Power grid:
Bar = 20 um. Pins as bars on the die edge.
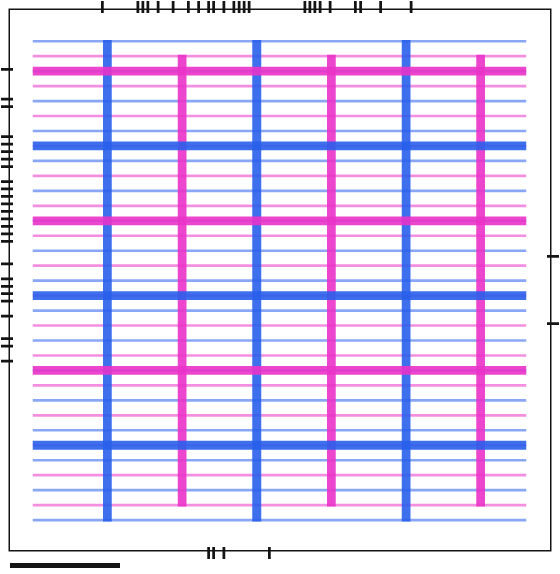
Placement by cell class:
Bar = 20 um.
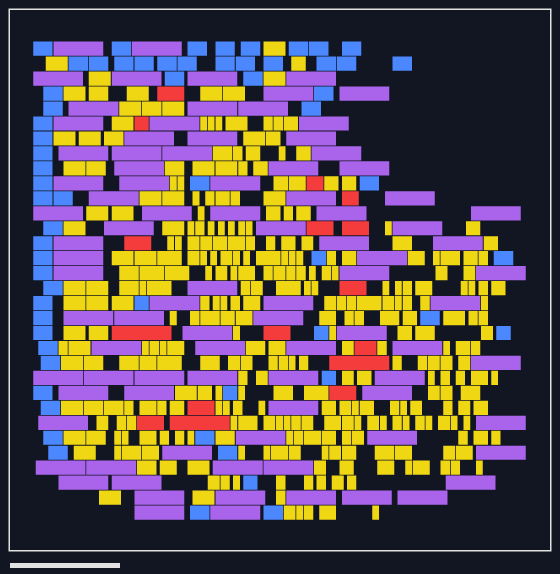
$ cat config.mk
export PLATFORM = sky130hd
export DESIGN_NAME = txgen
export DESIGN_NICKNAME = d
export VERILOG_FILES = /design/src/rtl/txgen_pkg.sv /design/src/rtl/txgen_crc.sv /design/src/rtl/txgen.sv
export SDC_FILE = /design/constraint.sdc
export NUM_CORES = 1
export LEC_CHECK = 0
export CAP_MARGIN = 0
export CORE_MARGIN = 4
export CORE_UTILIZATION = 56
export DETAILED_ROUTE_END_ITERATION = 12
export HOLD_SLACK_MARGIN = 0.05
export PLACE_DENSITY = 0.9
export SLEW_MARGIN = 30
export SYNTH_ARGS = -nofsm -noshare
export SYNTH_HDL_FRONTEND = slang
export SYNTH_SLANG_ARGS = --single-unit
$ cat constraint.sdc
create_clock -name sys_clk -period 4.2 [get_ports sys_clk]
set_input_delay 1.05 -clock sys_clk [delete_from_list [all_inputs] [get_ports sys_clk]]
set_output_delay 1.05 -clock sys_clk [all_outputs]
set_load 0.005 [all_outputs]
$ cat src/rtl/txgen_pkg.sv
// txgen_pkg: shared types and constants for the txgen frame generator.
//   state_e     - frame FSM states
//   CMD_*       - command bytes with special handling
//   CRC_*       - CRC-16/MODBUS parameters (reflected polynomial, init value)
//   CRC_BYTES   - number of CRC bytes appended (0 when TXGEN_CRC_EN is undefined)
//   frame_len() - LEN field value: CMD byte + optional 4-byte payload + CRC bytes
package txgen_pkg;

    typedef enum logic [1:0] {
        S_IDLE      = 2'd0,
        S_WAIT_DATA = 2'd1,
        S_SEND      = 2'd2,
        S_WAIT_TX   = 2'd3
    } state_e;

    localparam logic [7:0]  CMD_READ = 8'h03;
    localparam logic [7:0]  CMD_ERR  = 8'hEE;
    localparam logic [15:0] CRC_INIT = 16'hFFFF;
    localparam logic [15:0] CRC_POLY = 16'hA001;

`ifdef TXGEN_CRC_EN
    localparam int unsigned CRC_BYTES = 2;
`else
    localparam int unsigned CRC_BYTES = 0;
`endif

    function automatic logic [15:0] frame_len(input logic has_payload);
        frame_len = 16'(32'd1 + CRC_BYTES + (has_payload ? 32'd4 : 32'd0));
    endfunction

endpackage

$ cat src/rtl/txgen_crc.sv
// crc16_byte: combinational one-byte step of CRC-16/MODBUS (reflected, LSB first).
//   crc_in  [15:0] - running CRC before this byte
//   data_in [7:0]  - byte to fold in
//   crc_out [15:0] - running CRC after this byte
module crc16_byte
    import txgen_pkg::*;
(
    input  logic [15:0] crc_in,
    input  logic [7:0]  data_in,
    output logic [15:0] crc_out
);

    logic [15:0] crc_work;

    always_comb begin
        crc_work = crc_in ^ {8'h00, data_in};
        for (int i = 0; i < 8; i++) begin
            if (crc_work[0]) begin
                crc_work = (crc_work >> 1) ^ CRC_POLY;
            end else begin
                crc_work = crc_work >> 1;
            end
        end
        crc_out = crc_work;
    end

endmodule

$ cat src/rtl/txgen.sv
// txgen: builds and transmits reply frames byte by byte to a UART transmitter.
// Frame: NODE_ID hi, NODE_ID lo, LEN hi, LEN lo, CMD, [4-byte sensor payload],
//        [CRC lo, CRC hi]. Payload only for CMD_READ; CRC only with TXGEN_CRC_EN.
// Ports:
//   sys_clk, sys_rst      - clock, asynchronous active-high reset
//   ret_cmd/ret_cmd_flg   - request command and its one-cycle strobe
//   sen_data/sen_data_flg - sensor word and its one-cycle strobe (used in WAIT_DATA only)
//   tx_busy               - transmitter busy
//   tx_data/tx_flag       - byte out and its one-cycle strobe
//   busy                  - FSM not idle
//   drop                  - one-cycle pulse when a request is discarded
// Handshake: strobes are valid-only (no ready). A byte is offered with tx_flag for
// one cycle; the transmitter then owns it until tx_busy falls. The cycle straight
// after tx_flag ignores tx_busy so the transmitter has time to raise it.
// Build option: define TXGEN_CRC_EN to compute and append the CRC.
module txgen
    import txgen_pkg::*;
#(
    parameter logic [15:0] NODE_ID = 16'h0001,
    parameter logic [23:0] TIMEOUT = 24'd100000
)(
    input  logic        sys_clk,
    input  logic        sys_rst,
    input  logic [7:0]  ret_cmd,
    input  logic        ret_cmd_flg,
    input  logic [31:0] sen_data,
    input  logic        sen_data_flg,
    input  logic        tx_busy,
    output logic [7:0]  tx_data,
    output logic        tx_flag,
    output logic        busy,
    output logic        drop
);

    state_e      state_q, state_d;
    logic [7:0]  cmd_q, cmd_d;
    logic [31:0] data_q, data_d;
    logic [23:0] cnt_q, cnt_d;
    logic [3:0]  idx_q, idx_d;
    logic        wt_first_q, wt_first_d;
    logic        pend_vld_q, pend_vld_d;
    logic [7:0]  pend_cmd_q, pend_cmd_d;
    logic [7:0]  tx_data_q, tx_data_d;
    logic        tx_flag_q, tx_flag_d;
    logic        drop_q, drop_d;

    logic        has_payload;
    logic [15:0] len;
    logic [3:0]  last_idx;
    logic [3:0]  crc_idx;
    logic [7:0]  cur_byte;
    logic [7:0]  start_cmd;

`ifdef TXGEN_CRC_EN
    logic [15:0] crc_q, crc_d, crc_next;

    crc16_byte u_crc (
        .crc_in  (crc_q),
        .data_in (cur_byte),
        .crc_out (crc_next)
    );
`endif

    // After a timeout cmd_q holds CMD_ERR, so the payload disappears with it.
    assign has_payload = (cmd_q == CMD_READ);
    assign len         = frame_len(has_payload);
    assign last_idx    = 4'(len + 16'd3);
    // First byte index past the payload: CRC bytes when enabled, else end of frame.
    assign crc_idx     = has_payload ? 4'd9 : 4'd5;
    // A waiting pending entry is served before a request arriving in the same cycle.
    assign start_cmd   = pend_vld_q ? pend_cmd_q : ret_cmd;

    always_comb begin
        cur_byte = 8'h00;
        case (idx_q)
            4'd0: cur_byte = NODE_ID[15:8];
            4'd1: cur_byte = NODE_ID[7:0];
            4'd2: cur_byte = len[15:8];
            4'd3: cur_byte = len[7:0];
            4'd4: cur_byte = cmd_q;
            default: begin
                if (idx_q < crc_idx) begin
                    case (idx_q)
                        4'd5:    cur_byte = data_q[31:24];
                        4'd6:    cur_byte = data_q[23:16];
                        4'd7:    cur_byte = data_q[15:8];
                        default: cur_byte = data_q[7:0];
                    endcase
                end
`ifdef TXGEN_CRC_EN
                else if (idx_q == crc_idx) begin
                    cur_byte = crc_q[7:0];
                end else begin
                    cur_byte = crc_q[15:8];
                end
`endif
            end
        endcase
    end

    // Next-state and datapath.
    always_comb begin
        state_d    = state_q;
        cmd_d      = cmd_q;
        data_d     = data_q;
        cnt_d      = cnt_q;
        idx_d      = idx_q;
        wt_first_d = wt_first_q;
        pend_vld_d = pend_vld_q;
        pend_cmd_d = pend_cmd_q;
`ifdef TXGEN_CRC_EN
        crc_d      = crc_q;
`endif

        // Requests arriving mid-frame go to the single-entry buffer if it is free.
        if (ret_cmd_flg && (state_q != S_IDLE) && !pend_vld_q) begin
            pend_vld_d = 1'b1;
            pend_cmd_d = ret_cmd;
        end

        case (state_q)
            S_IDLE: begin
                if (pend_vld_q || ret_cmd_flg) begin
                    cmd_d = start_cmd;
                    idx_d = 4'd0;
                    cnt_d = 24'd0;
`ifdef TXGEN_CRC_EN
                    crc_d = CRC_INIT;
`endif
                    if (pend_vld_q) begin
                        // The freed slot takes a request arriving in this same cycle.
                        pend_vld_d = ret_cmd_flg;
                        pend_cmd_d = ret_cmd;
                    end
                    state_d = (start_cmd == CMD_READ) ? S_WAIT_DATA : S_SEND;
                end
            end
            S_WAIT_DATA: begin
                // Data is checked first so it wins over a simultaneous timeout.
                if (sen_data_flg) begin
                    data_d  = sen_data;
                    state_d = S_SEND;
                end else if (cnt_q == TIMEOUT - 24'd1) begin
                    cmd_d   = CMD_ERR;
                    state_d = S_SEND;
                end else begin
                    cnt_d = cnt_q + 24'd1;
                end
            end
            S_SEND: begin
`ifdef TXGEN_CRC_EN
                if (idx_q < crc_idx) begin
                    crc_d = crc_next;
                end
`endif
                idx_d      = idx_q + 4'd1;
                wt_first_d = 1'b1;
                state_d    = S_WAIT_TX;
            end
            S_WAIT_TX: begin
                if (wt_first_q) begin
                    wt_first_d = 1'b0;
                end else if (!tx_busy) begin
                    state_d = (idx_q > last_idx) ? S_IDLE : S_SEND;
                end
            end
            default: state_d = S_IDLE;
        endcase
    end

    // Outputs.
    always_comb begin
        tx_flag_d = (state_q == S_SEND);
        tx_data_d = (state_q == S_SEND) ? cur_byte : tx_data_q;
        drop_d    = ret_cmd_flg && (state_q != S_IDLE) && pend_vld_q;
    end

    always_ff @(posedge sys_clk or posedge sys_rst) begin
        if (sys_rst) begin
            state_q    <= S_IDLE;
            cmd_q      <= 8'h00;
            data_q     <= 32'h0;
            cnt_q      <= 24'd0;
            idx_q      <= 4'd0;
            wt_first_q <= 1'b0;
            pend_vld_q <= 1'b0;
            pend_cmd_q <= 8'h00;
            tx_data_q  <= 8'h00;
            tx_flag_q  <= 1'b0;
            drop_q     <= 1'b0;
`ifdef TXGEN_CRC_EN
            crc_q      <= CRC_INIT;
`endif
        end else begin
            state_q    <= state_d;
            cmd_q      <= cmd_d;
            data_q     <= data_d;
            cnt_q      <= cnt_d;
            idx_q      <= idx_d;
            wt_first_q <= wt_first_d;
            pend_vld_q <= pend_vld_d;
            pend_cmd_q <= pend_cmd_d;
            tx_data_q  <= tx_data_d;
            tx_flag_q  <= tx_flag_d;
            drop_q     <= drop_d;
`ifdef TXGEN_CRC_EN
            crc_q      <= crc_d;
`endif
        end
    end

    assign tx_data = tx_data_q;
    assign tx_flag = tx_flag_q;
    assign drop    = drop_q;
    assign busy    = (state_q != S_IDLE);

endmodule

==> impl_metrics.yaml <==
# flow metrics
cells_and_area:
  fillCellCount: 537
  largest_reg_flops: 32
  buffers_excl_clock: 62
critical_path:
  required_ps: 4490
  r2r-start: "pend_vld_q"
  crit_path_end: "cnt_q[7]"
  cp_slowest_cell: "clkdlybuf4s50_1"
  rr_worst_depth: 5
  critPathMaxFanout: 15
clock_tree:
  numCtsBuffers: 9
  cts_buffer_depth: 2
  clkTransAtPathRegs_ps: 90
  tritoncts_num_sinks: 90
  clk_latency_ps: 360
  ctsHoldBuffers: 0
  cts_tree: "yes"
synthesis:
  ys_async_sr_fraction_pct: 100
  syn_area_per_cell_um2: 10.5
routing:
  firstDrtPassIters: 5
worst_hold_path:
  hp-class: "reg -> reg"
  hold_depth: 1
  worstHoldEndpoint: "tx_data[6]"
status:
  status: "completed"
final_timing:
  tns_ps: 0
die:
  coreArea_um2: 7810
## Picture notes: 'power grid'
- magenta: VDD
- blue: VSS
- met4 straps: 6
- signal pins: 56
- met1 rails: 33
- rows: 32

## Picture notes: 'placement by cell class'
- yellow: all other logic (cells 322)
- blue: other buffers and delay cells (cells 62)
- purple: flops (cells 90)
- red: clock drivers and dummy loads (cells 16)

==> metal layers <==
layer	GRT usage, %	share of wire (%)	vias to the layer above
li1	-	-	1718
met1	29.8	42	1814
met2	39.5	51	108
met3	4.21	4.7	21
met4	7.98	2.4	0
met5	0	0	-
==> critical path: cells and delay by family <==
| family | cells | cell delay, ps |
|---|---|---|
| simple gates | 3 | 1070 |
| compound gates | 2 | 640 |
| buf+inv | 1 | 600 |
==> power by group <==
| part | leakage (uW) | internal (uW) | switching (uW) |
|---|---|---|---|
| registers | 0.00110 | 1210 | 295 |
| clock network | 0.000122 | 401 | 330 |
| logic | 0.00102 | 641 | 575 |
==> cell families (layout without fill, tap and decap cells) <==
kind of cell | after synthesis | in the layout | synth area share, %
compound gates | 101 | 101 | 15.2
fa+ha+maj | 9 | 9 | 2.42
buf+inv | 36 | 91 | 3.05
flops | 90 | 90 | 49.5
xor+xnor | 4 | 4 | 0.770
simple gates | 143 | 143 | 16.5
mux | 52 | 52 | 12.6
==> per-stage QoR <==
step	hold slack, ps	utilization [%]	cells	setup slack [ps]	cell area [um2]
after floorplan	463	-	435	815	4550
after global placement	479	66.5	576	809	5190
after detailed placement	482	66.6	576	778	5200
after CTS	502	69.8	592	1150	5450
after global routing	523	69.8	592	980	5450
final	499	69.8	592	1130	5450
==> layout by cell type, fill, tap and decap left out, drive strengths merged, types with 10 or more instances in the layout <==
| cell | instances |
|---|---|
| nor2 | 31 |
| clkdlybuf4s50 | 55 |
| mux2i | 10 |
| dfrtp | 90 |
| a21oi | 28 |
| mux2 | 42 |
| nand3 | 13 |
| nand2 | 36 |
| o21ai | 17 |
| inv | 13 |
Power and IR drop assume default switching activity.
